## src/rtl/control_pkg.sv

```systemverilog
// rtl/control_pkg.sv - opcodes, ALU codes, state encoding and instruction fields for control_unit
package control_pkg;

    localparam logic [3:0] OP_LDI  = 4'b1000;
    localparam logic [3:0] OP_LD   = 4'b1001;
    localparam logic [3:0] OP_ST   = 4'b1010;
    localparam logic [3:0] OP_JMP  = 4'b1011;
    localparam logic [3:0] OP_JZ   = 4'b1100;
    localparam logic [3:0] OP_JC   = 4'b1101;
    localparam logic [3:0] OP_JN   = 4'b1110;
    localparam logic [3:0] OP_HALT = 4'b1111;

    localparam logic [2:0] ALU_ADD    = 3'b000;
    localparam logic [2:0] ALU_SUB    = 3'b001;
    localparam logic [2:0] ALU_AND    = 3'b010;
    localparam logic [2:0] ALU_OR     = 3'b011;
    localparam logic [2:0] ALU_PASS_B = 3'b100;

    localparam int OPC_LSB = 12;
    localparam int DST_LSB = 10;
    localparam int A_LSB   = 8;
    localparam int B_LSB   = 6;
    localparam int IMM_LSB = 0;

    typedef enum logic [1:0] {
        ST_FETCH   = 2'd0,
        ST_EXECUTE = 2'd1,
        ST_HALT    = 2'd2
    } state_t;

    typedef struct packed {
        logic       load_enable;
        logic [2:0] operation_select;
        logic [1:0] a_select;
        logic [1:0] b_select;
        logic [1:0] destination_select;
        logic [7:0] constant_in;
        logic       mb_select;
        logic       md_select;
        logic       write_ram_enable;
    } ctrl_t;

    typedef struct packed {
        logic z;
        logic c;
        logic n;
    } flags_t;

    // Opcodes whose result flags are latched: ALU reg-reg, LDI and LD.
    function automatic logic captures_flags(input logic [3:0] opcode);
        return (opcode[3] == 1'b0) || (opcode == OP_LDI) || (opcode == OP_LD);
    endfunction

endpackage

```

## src/rtl/instruction_decoder.sv

```systemverilog
// rtl/instruction_decoder.sv - combinational instruction word to data_unit control vector
module instruction_decoder
    import control_pkg::*;
(
    input  logic        enable_i,
    input  logic [15:0] instr_i,
    output ctrl_t       ctrl_o
);

    logic [3:0] opcode;
    assign opcode = instr_i[OPC_LSB +: 4];

    always_comb begin
        ctrl_o = '0;
        if (enable_i) begin
            if (opcode[3] == 1'b0) begin
                ctrl_o.load_enable        = 1'b1;
                ctrl_o.operation_select   = opcode[2:0];
                ctrl_o.a_select           = instr_i[A_LSB +: 2];
                ctrl_o.b_select           = instr_i[B_LSB +: 2];
                ctrl_o.destination_select = instr_i[DST_LSB +: 2];
            end else begin
                case (opcode)
                    OP_LDI: begin
                        ctrl_o.load_enable        = 1'b1;
                        ctrl_o.operation_select   = ALU_PASS_B;
                        ctrl_o.mb_select          = 1'b1;
                        ctrl_o.constant_in        = instr_i[IMM_LSB +: 8];
                        ctrl_o.destination_select = instr_i[DST_LSB +: 2];
                    end
                    OP_LD: begin
                        ctrl_o.load_enable        = 1'b1;
                        ctrl_o.md_select          = 1'b1;
                        ctrl_o.a_select           = instr_i[A_LSB +: 2];
                        ctrl_o.b_select           = instr_i[B_LSB +: 2];
                        ctrl_o.destination_select = instr_i[DST_LSB +: 2];
                    end
                    OP_ST: begin
                        ctrl_o.write_ram_enable = 1'b1;
                        ctrl_o.a_select         = instr_i[A_LSB +: 2];
                        ctrl_o.b_select         = instr_i[B_LSB +: 2];
                    end
                    default: ctrl_o = '0;
                endcase
            end
        end
    end

endmodule

```

## src/rtl/control_unit.sv

```systemverilog
// rtl/control_unit.sv - FETCH/EXECUTE/HALT sequencer; CONTROL_UNIT_RETIRE_COUNT_EN adds retired_count
module control_unit
    import control_pkg::*;
#(
    parameter int PC_WIDTH    = 8,
    parameter int INSTR_WIDTH = 16
) (
    input  logic                   clk,
    input  logic                   reset,
    input  logic                   run,
    output logic [PC_WIDTH-1:0]    prog_addr,
    input  logic [INSTR_WIDTH-1:0] prog_data,
    input  logic                   zero_flag,
    input  logic                   carrier_flag,
    input  logic                   negative_flag,
    output logic                   load_enable,
    output logic [2:0]             operation_select,
    output logic [1:0]             a_select,
    output logic [1:0]             b_select,
    output logic [1:0]             destination_select,
    output logic [7:0]             constant_in,
    output logic                   mb_select,
    output logic                   md_select,
    output logic                   write_ram_enable,
`ifdef CONTROL_UNIT_RETIRE_COUNT_EN
    output logic                   halted,
    output logic [15:0]            retired_count
`else
    output logic                   halted
`endif
);

    state_t              state_q, state_d;
    logic [PC_WIDTH-1:0] pc_q, pc_d;
    flags_t              flags_q, flags_d;
    ctrl_t               ctrl;
    logic [3:0]          opcode;
    logic [PC_WIDTH-1:0] target;

    assign opcode = prog_data[OPC_LSB +: 4];
    assign target = PC_WIDTH'(prog_data[IMM_LSB +: 8]);

    instruction_decoder u_decoder (
        .enable_i (state_q == ST_EXECUTE),
        .instr_i  (prog_data[15:0]),
        .ctrl_o   (ctrl)
    );

    always_ff @(posedge clk or posedge reset) begin
        if (reset) begin
            state_q <= ST_FETCH;
            pc_q    <= '0;
            flags_q <= '0;
        end else begin
            state_q <= state_d;
            pc_q    <= pc_d;
            flags_q <= flags_d;
        end
    end

    always_comb begin
        state_d = state_q;
        pc_d    = pc_q;
        flags_d = flags_q;
        case (state_q)
            ST_FETCH: begin
                if (run) state_d = ST_EXECUTE;
            end
            ST_EXECUTE: begin
                state_d = (opcode == OP_HALT) ? ST_HALT : ST_FETCH;
                // Conditional jumps test the flags latched before this instruction.
                case (opcode)
                    OP_JMP:  pc_d = target;
                    OP_JZ:   pc_d = flags_q.z ? target : pc_q + PC_WIDTH'(1);
                    OP_JC:   pc_d = flags_q.c ? target : pc_q + PC_WIDTH'(1);
                    OP_JN:   pc_d = flags_q.n ? target : pc_q + PC_WIDTH'(1);
                    OP_HALT: pc_d = pc_q;
                    default: pc_d = pc_q + PC_WIDTH'(1);
                endcase
                if (captures_flags(opcode)) begin
                    flags_d = '{z: zero_flag, c: carrier_flag, n: negative_flag};
                end
            end
            default: state_d = ST_HALT;
        endcase
    end

    assign prog_addr          = pc_q;
    assign halted             = (state_q == ST_HALT);
    assign load_enable        = ctrl.load_enable;
    assign operation_select   = ctrl.operation_select;
    assign a_select           = ctrl.a_select;
    assign b_select           = ctrl.b_select;
    assign destination_select = ctrl.destination_select;
    assign constant_in        = ctrl.constant_in;
    assign mb_select          = ctrl.mb_select;
    assign md_select          = ctrl.md_select;
    assign write_ram_enable   = ctrl.write_ram_enable;

`ifdef CONTROL_UNIT_RETIRE_COUNT_EN
    logic [15:0] retired_q;

    always_ff @(posedge clk or posedge reset) begin
        if (reset) begin
            retired_q <= '0;
        end else if (state_q == ST_EXECUTE) begin
            retired_q <= retired_q + 16'd1;
        end
    end

    assign retired_count = retired_q;
`endif

endmodule

```

## config.mk

```make
export PLATFORM = sky130hd
export DESIGN_NAME = control_unit
export DESIGN_NICKNAME = d
export VERILOG_FILES = /design/src/rtl/control_pkg.sv /design/src/rtl/instruction_decoder.sv /design/src/rtl/control_unit.sv
export SDC_FILE = /design/constraint.sdc
export NUM_CORES = 1
export LEC_CHECK = 0
export ABC_CLOCK_PERIOD_IN_PS = 1900
export CELL_PAD_IN_SITES_DETAIL_PLACEMENT = 1
export CELL_PAD_IN_SITES_GLOBAL_PLACEMENT = 2
export CORE_ASPECT_RATIO = 1.1
export CORE_MARGIN = 2
export CORE_UTILIZATION = 21
export DETAILED_ROUTE_END_ITERATION = 7
export HOLD_SLACK_MARGIN = 0.12
export PLACE_DENSITY_LB_ADDON = 0.1
export SYNTH_ARGS = -nofsm -noshare
export SYNTH_HDL_FRONTEND = slang
export SYNTH_SLANG_ARGS = --single-unit
```

## constraint.sdc

```tcl
create_clock -name clk -period 1.9 [get_ports clk]
set_input_delay 0.475 -clock clk [delete_from_list [all_inputs] [get_ports clk]]
set_output_delay 0.475 -clock clk [all_outputs]
set_load 0.02 [all_outputs]
```

==> metrics.yaml <==
final_timing:
  fin_crit_sh_pct: 98.4
  worst_pin_slew_ns: 0.509
  finalWorstSetupSlack_ns: 0.0313
  hold_viol: 0
  holdWs_ns: 0.505
  setup_violations: 0
  rsz0062_at_grt: "true"
  period_needed_ns: 1.87
cts:
  post-cts-setup-buffer-count: 0
  cts_root_buf: "clkbuf_8"
  cts_tree: "done"
  cts_resized: 135
  clk_pin_slew_worst_paths_ns: 0.06
hold_path:
  hold_path_class: "flop to flop"
synthesis:
  synth-edff-count: 0
  top_cell_area_share_pct: 33.5
  ys_top_cells_by_count: "and2_1, dfrtp_1, nand2_1, mux2i_1"
  ys_cells: 108
  synth-async-reset-ratio_pct: 100
  syn_inst: 108
  topCellsByArea: "dfrtp_1, and2_1, mux2i_1, nand2_1, a2bb2oi_1"
  fp_nets: 131
  ys_warn_count: 0
  yosysUniqueCellTypes: 34
  yosys.area.top_type: "dfrtp_1"
  synth_area_per_cell_um2: 9.00
  ys_area_um2: 972
route:
  ant_nets: 0
  firstDrtPassIters: 4
  wl_met2_um: 1800
  top_layer: "met4"
  first_iter_violations: 18
  drt-wirelength-per-cell_um: 13.9
  met3_length_um: 213
global_route:
  track_usage_pct: 14.3
  grt_start_max_net_pins: 15
  grtUsageMet2_pct: 26.9
  busiest_layer: "met2"
  met3_usage_pct: 2.51
  antenna_found_initial: 0
  grt_pass1_wl_um: 5450
  grt.overflow.total: 0
power:
  leakagePower_nw: 0.882
setup_path:
  critPathKind: "input port to output pin"
  ff2ff_setup_slack_ns: 0.34
  path_max_fanout: 6
place:
  dpl-instance-area_mm2: 0.00176
  place_ws_ns: -0.899
cells_and_area:
  nFillCells: 511
  drive_above_1_share_pct: 43.1
  utilization_pct: 41.5
  final_cell_mix: "buf_4, clkdlybuf4s50_1, dfrtp_1"
  fin_area_mm2: 0.00182
  final_nets: 212
die:
  num_rows: 25
  fp-utilization_pct: 22.2
  ios: 52
  die-area_mm2: 0.00519
status:
  status: "finished, final reports clean"
run:
  tool_warnings: 29
[area by class of cell]
| type | instances | area share (%) |
|---|---|---|
| Clock buffer | 4 | 2.48 |
| Inverter | 3 | 0.619 |
| Multi-Input combinational cell | 87 | 36.3 |
| Sequential cell | 13 | 17.9 |
| Tap cell | 54 | 3.72 |
| Timing Repair Buffer | 81 | 39.0 |
[metrics by stage]
| stage | TNS (ns) | instances |
|---|---|---|
| final | 0 | 242 |
| after CTS | -0.00283 | 240 |
| after floorplan | -0.120 | 108 |
| after detailed placement | -21.18 | 236 |
| after global routing | -0.493 | 242 |
| after global placement | -20.60 | 236 |
[state kept, by name, summed over array words and instances, names as in the netlist]
register and count:
prog_addr 8, flags_q 3, state_q 2
[logic make-up (layout without fill, tap and decap cells)]
group / Yosys count / after routing / synth area share, %
and+or+nand+nor: 56 / 56 / 34.8
AOI/OAI and AO/OA: 20 / 20 / 14.7
DFF: 13 / 13 / 33.5
muxes: 9 / 9 / 9.65
buffers and inverters: 8 / 88 / 5.28
adders and majority gates: 1 / 1 / 1.29
xor gates and xnor gates: 1 / 1 / 0.901
[worst max-delay path, cell delays in order]
cell and delay (ns):
buf_8 0.10, nand2b_4 0.14, nor4_4 0.22, buf_4 0.19, and2_4 0.14, buf_6 0.11
[path summary, 6_finish.rpt]
check	from	to	depth (start not counted)
worst max-delay path	prog_data[12]	constant_in[2]	6
worst min-delay path	flags_q[1]	flags_q[1]	1
worst max register to register	state_q[0]	prog_addr[3]	7
worst min register to register	flags_q[1]	flags_q[1]	1
max in group asynchronous	reset	state_q[0]	2
min in group asynchronous	reset	flags_q[1]	2
[power breakdown]
part,switching [W],internal [W],leakage [nW]
clock,0.000103,0.000148,0.0228
sequential,0.000130,0.000400,0.147
combinational,0.000428,0.000492,0.713
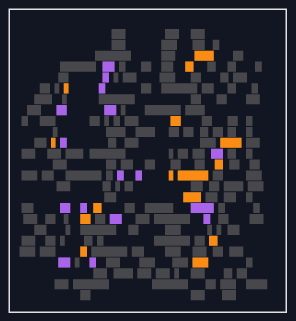
Figure 1: logic cells by family.
Scale: 4 px per µm.
NOR gates: marked orange, cells 15. inverting AOI/OAI gates: marked purple, cells 16.
most frequent logic cell in the layout: buf_4
Comb/total area: 36.3%
non-filler cells, final: 242

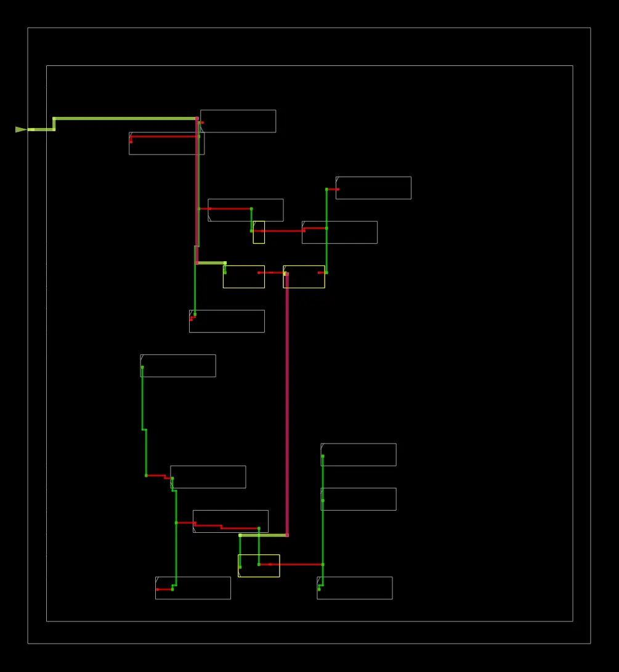
Figure 2: the clock network.
clk pwr: 0.000252 W
clock sink count: 13
registers: 13
Num CTS Buffers: 3
Late-Pin Clk Latency: 0.25 ns

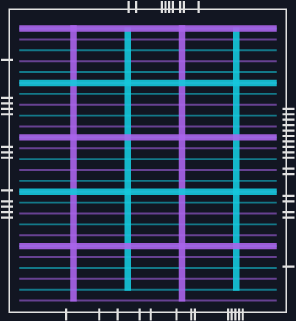
Figure 3: floorplan with the power grid.
Scale: 4 px per µm. Pins as bars on the die edge.
VDD: marked cyan. VSS: marked purple.
26 met1 rails follow the rows. 52 signal pins sit on the boundary. 4 straps on met4.
worst vdd ir: 0.000384 V
DIE WIDTH: 68.9 µm
total core area: 0.00438 mm²

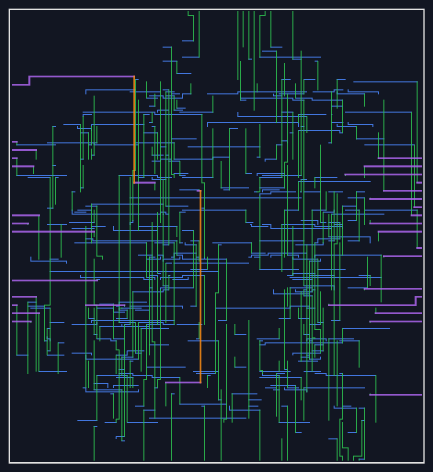
Figure 4: wiring by layer.
Scale: 6 px per µm.
met3: marked purple, wire length 213 µm. met1: marked blue, wire length 1310 µm. met2: marked green, wire length 1800 µm. met4: marked orange, wire length 49.6 µm.
Routed WL: 3380 µm
routed vias: 1092

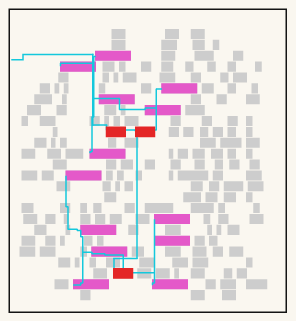
Figure 5: clock distribution.
Scale: 4 px per µm.
cells driving clock nets: marked red, count 3. clock wires: marked cyan, length 228 µm. flip-flops: marked magenta, count 13.
There are 4 routed clock nets.
clock power share: 14.8%
clock skew: 0.000810 ns

Power figures rest on the tool's default switching activity, not on a simulated workload.
